$ cat config.mk
export PLATFORM = sky130hd
export DESIGN_NAME = program_counter8
export DESIGN_NICKNAME = d
export VERILOG_FILES = /design/src/rtl/program_counter8.sv
export SDC_FILE = /design/constraint.sdc
export NUM_CORES = 1
export LEC_CHECK = 0
export CORE_AREA = 3 3 52 90
export DETAILED_ROUTE_END_ITERATION = 8
export DIE_AREA = 0 0 55 93
export PLACE_DENSITY = 0.88
export SLEW_MARGIN = 40
export SYNTH_ARGS = -nofsm -noshare
export SYNTH_HDL_FRONTEND = slang
export SYNTH_SLANG_ARGS = --single-unit
$ cat constraint.sdc
create_clock -name clk -period 6.8 [get_ports clk]
set_input_delay 1.02 -clock clk [delete_from_list [all_inputs] [get_ports clk]]
set_output_delay 1.02 -clock clk [all_outputs]
set_load 0.02 [all_outputs]
$ cat src/rtl/program_counter8.sv
// program_counter8: 8-bit PC register with a hardware return-address stack
module program_counter8 #(
  parameter logic [7:0] RESET_VECTOR = 8'h00,
  parameter int DEPTH = 4
) (
  input  logic       clk,
  input  logic       rst_n,
  input  logic       inc,
  input  logic       load,
  input  logic       call,
  input  logic       ret,
  input  logic [7:0] loadValue,
  output logic [7:0] out,
  output logic       stackEmpty,
  output logic       stackFull,
  output logic       stackError
);
  localparam int SPW = $clog2(DEPTH + 1);
  localparam int IW = $clog2(DEPTH);
  logic [SPW-1:0] sp;
  logic [7:0] stack [DEPTH];
  logic [IW-1:0] wr_idx, rd_idx;
  assign stackEmpty = sp == '0;
  assign stackFull = sp == SPW'(DEPTH);
  assign wr_idx = IW'(sp);
  assign rd_idx = IW'(sp - 1'b1);
  // PC, stack pointer and sticky error update; priority ret > call > load > inc
  always_ff @(posedge clk or negedge rst_n)
    if (!rst_n) begin
      out <= RESET_VECTOR;
      sp <= '0;
      stackError <= 1'b0;
      for (int i = 0; i < DEPTH; i++) stack[i] <= 8'h00;
    end else if (ret) begin
      if (stackEmpty) stackError <= 1'b1;
      else begin
        out <= stack[rd_idx];
        sp <= sp - 1'b1;
      end
    end else if (call) begin
      if (stackFull) stackError <= 1'b1;
      else begin
        stack[wr_idx] <= out + 8'd1;
        sp <= sp + 1'b1;
        out <= loadValue;
      end
    end else if (load) out <= loadValue;
    else if (inc) out <= out + 8'd1;
endmodule

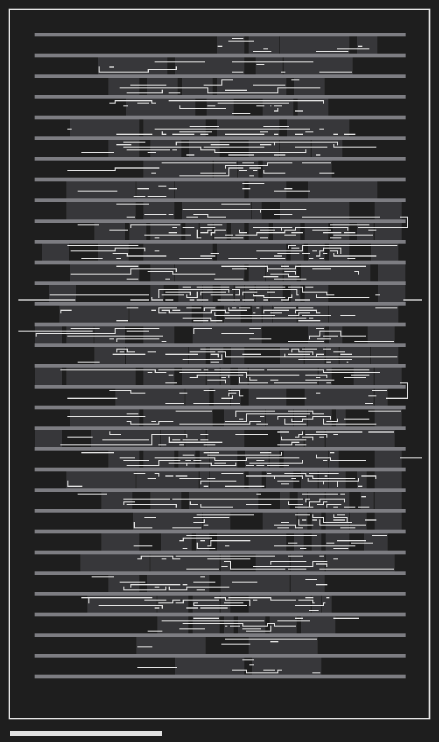
(M1 wires)
The bar under the picture is 20 um long. Supply wires on this layer in grey.
longest straight run = 22.5 um
wire length on this layer = 1,930 um
share of all routed wire = 39%

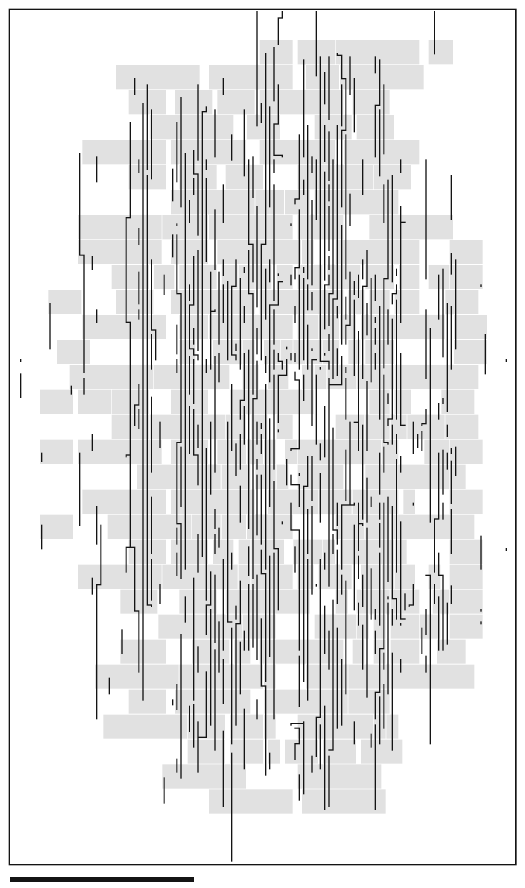
(the metal 2 layer)
The bar under the picture is 20 um long.
wire length on this layer = 2,630 um
main direction = vertical
share of all routed wire = 53%
nets with wire on the layer = 215
longest straight run = 64.9 um

==> out/results.ini <==
[clock_tree]
root_buffer = clkbuf_8
post_cts_resize_count = 0
cts_tree = done
cts_setup_buffers = 0
hold_buffers = 0

[logic_synthesis]
async_flop_share = 1.00
ys_cells = 195
netlist_top_cells_area = dfrtp_1, mux2_2, mux4_2, ha_1, a21oi_1
synthAdderAreaFrac = 0.0316
ys_sh_mux = 0.236
yosys.area.top_type_share = 0.464

[worst_hold_path]
hold_class = reg2reg
min_to = stackError$_DFFE_PN0P_

[cells_and_area]
drive_gt1_frac = 0.235
diodes = 0
largestClassByArea = logic gates

[power]
p_switching_mw = 0.478
pwr-share-comb = 0.472

[die]
rows = 31
die_width_um = 55

[place]
place.port_buffers = 24

[timing]
hold_viol = 0
slew-limit-headroom = 0.464

[grt]
antenna_found_initial = 0

[outcome]
status = complete, no violations

[critical_path]
required_ps = 5780
r2r_start = sp[0]$_DFFE_PN0P_

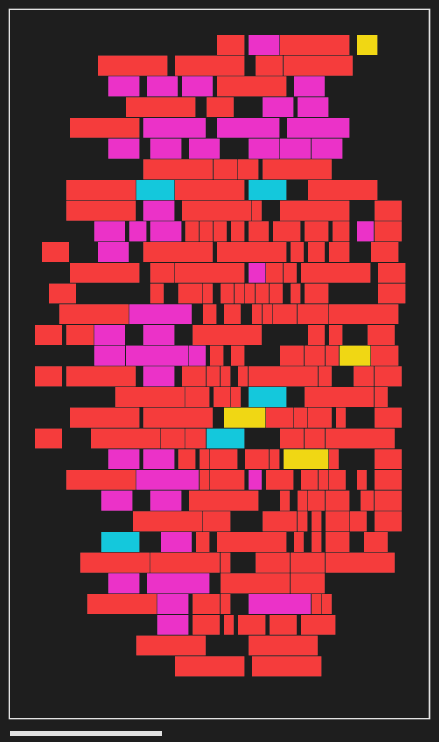
(cells by drive strength)
The bar under the picture is 20 um long.
yellow -> _3 and _4 cells  # cells 4, share 1.8%
red -> _0 and _1 cells  # cells 166, share 76%, most used dfrtp_1
magenta -> _2 cells  # cells 42, share 19%, most used mux2_2
cyan -> _6 and larger  # cells 5, share 2.3%, most used clkbuf_8

worst max path at each step:
stage / from / to / slack (ps) / depth (start not counted)
global route: sp[0]$_DFFE_PN0P_ / stackEmpty / 3080 / 5
finish: sp[0]$_DFFE_PN0P_ / stackEmpty / 3320 / 5
detailed placement: ret / sp[2]$_DFFE_PN0P_ / 3530 / 5
CTS: sp[0]$_DFFE_PN0P_ / stackEmpty / 3270 / 5
floorplan: sp[0]$_DFFE_PN0P_ / stackEmpty / 4370 / 5
global placement: ret / sp[2]$_DFFE_PN0P_ / 3580 / 5
state kept, by name, indices dropped and copies added, names as in the netlist:
register / cells
out: 8
stack: 32
stackError: 1
sp: 3
worst max-delay path, delay by kind of cell (launching register included):
family	cells	cell delay, ps
buf+inv	3	980
flops	1	740
fa+ha+maj	1	340
simple gates	1	90
placed cells by master, fill, tap and decap left out, types with 2 or more instances in the layout:
master           count
mux4_2               8
clkdlybuf4s50_1     23
and3_1               3
o211ai_1             2
dfrtp_1             44
ha_1                 6
nor2_1              10
and2_1               2
o311ai_0             2
o21ai_0              4
mux2i_1              5
nand2_1              8
xnor2_1              4
a311oi_1             4
nand2b_1             2
nand3_1              5
a31oi_1              2
a21oi_1             11
clkbuf_8             5
mux2_2              28
inv_1                8
or2_2                4
xor2_1               4
nand3b_1             2
per-stage QoR:
step,worst slack [ps],hold slack (ps),cells
4_1_cts,3270,495,266
6_report,3320,492,266
2_1_floorplan,4370,474,195
5_1_grt,3080,512,266
3_3_place_gp,3580,460,259
3_5_place_dp,3530,475,259
per-layer routing:
metal  GRT usage  vias up  wire (um)
li1            -      763          -
met1       0.274      861       1930
met2       0.363       67       2630
met3      0.0463       12        276
met4       0.120        0        142
met5           0        -          0
Power and IR drop assume default switching activity.
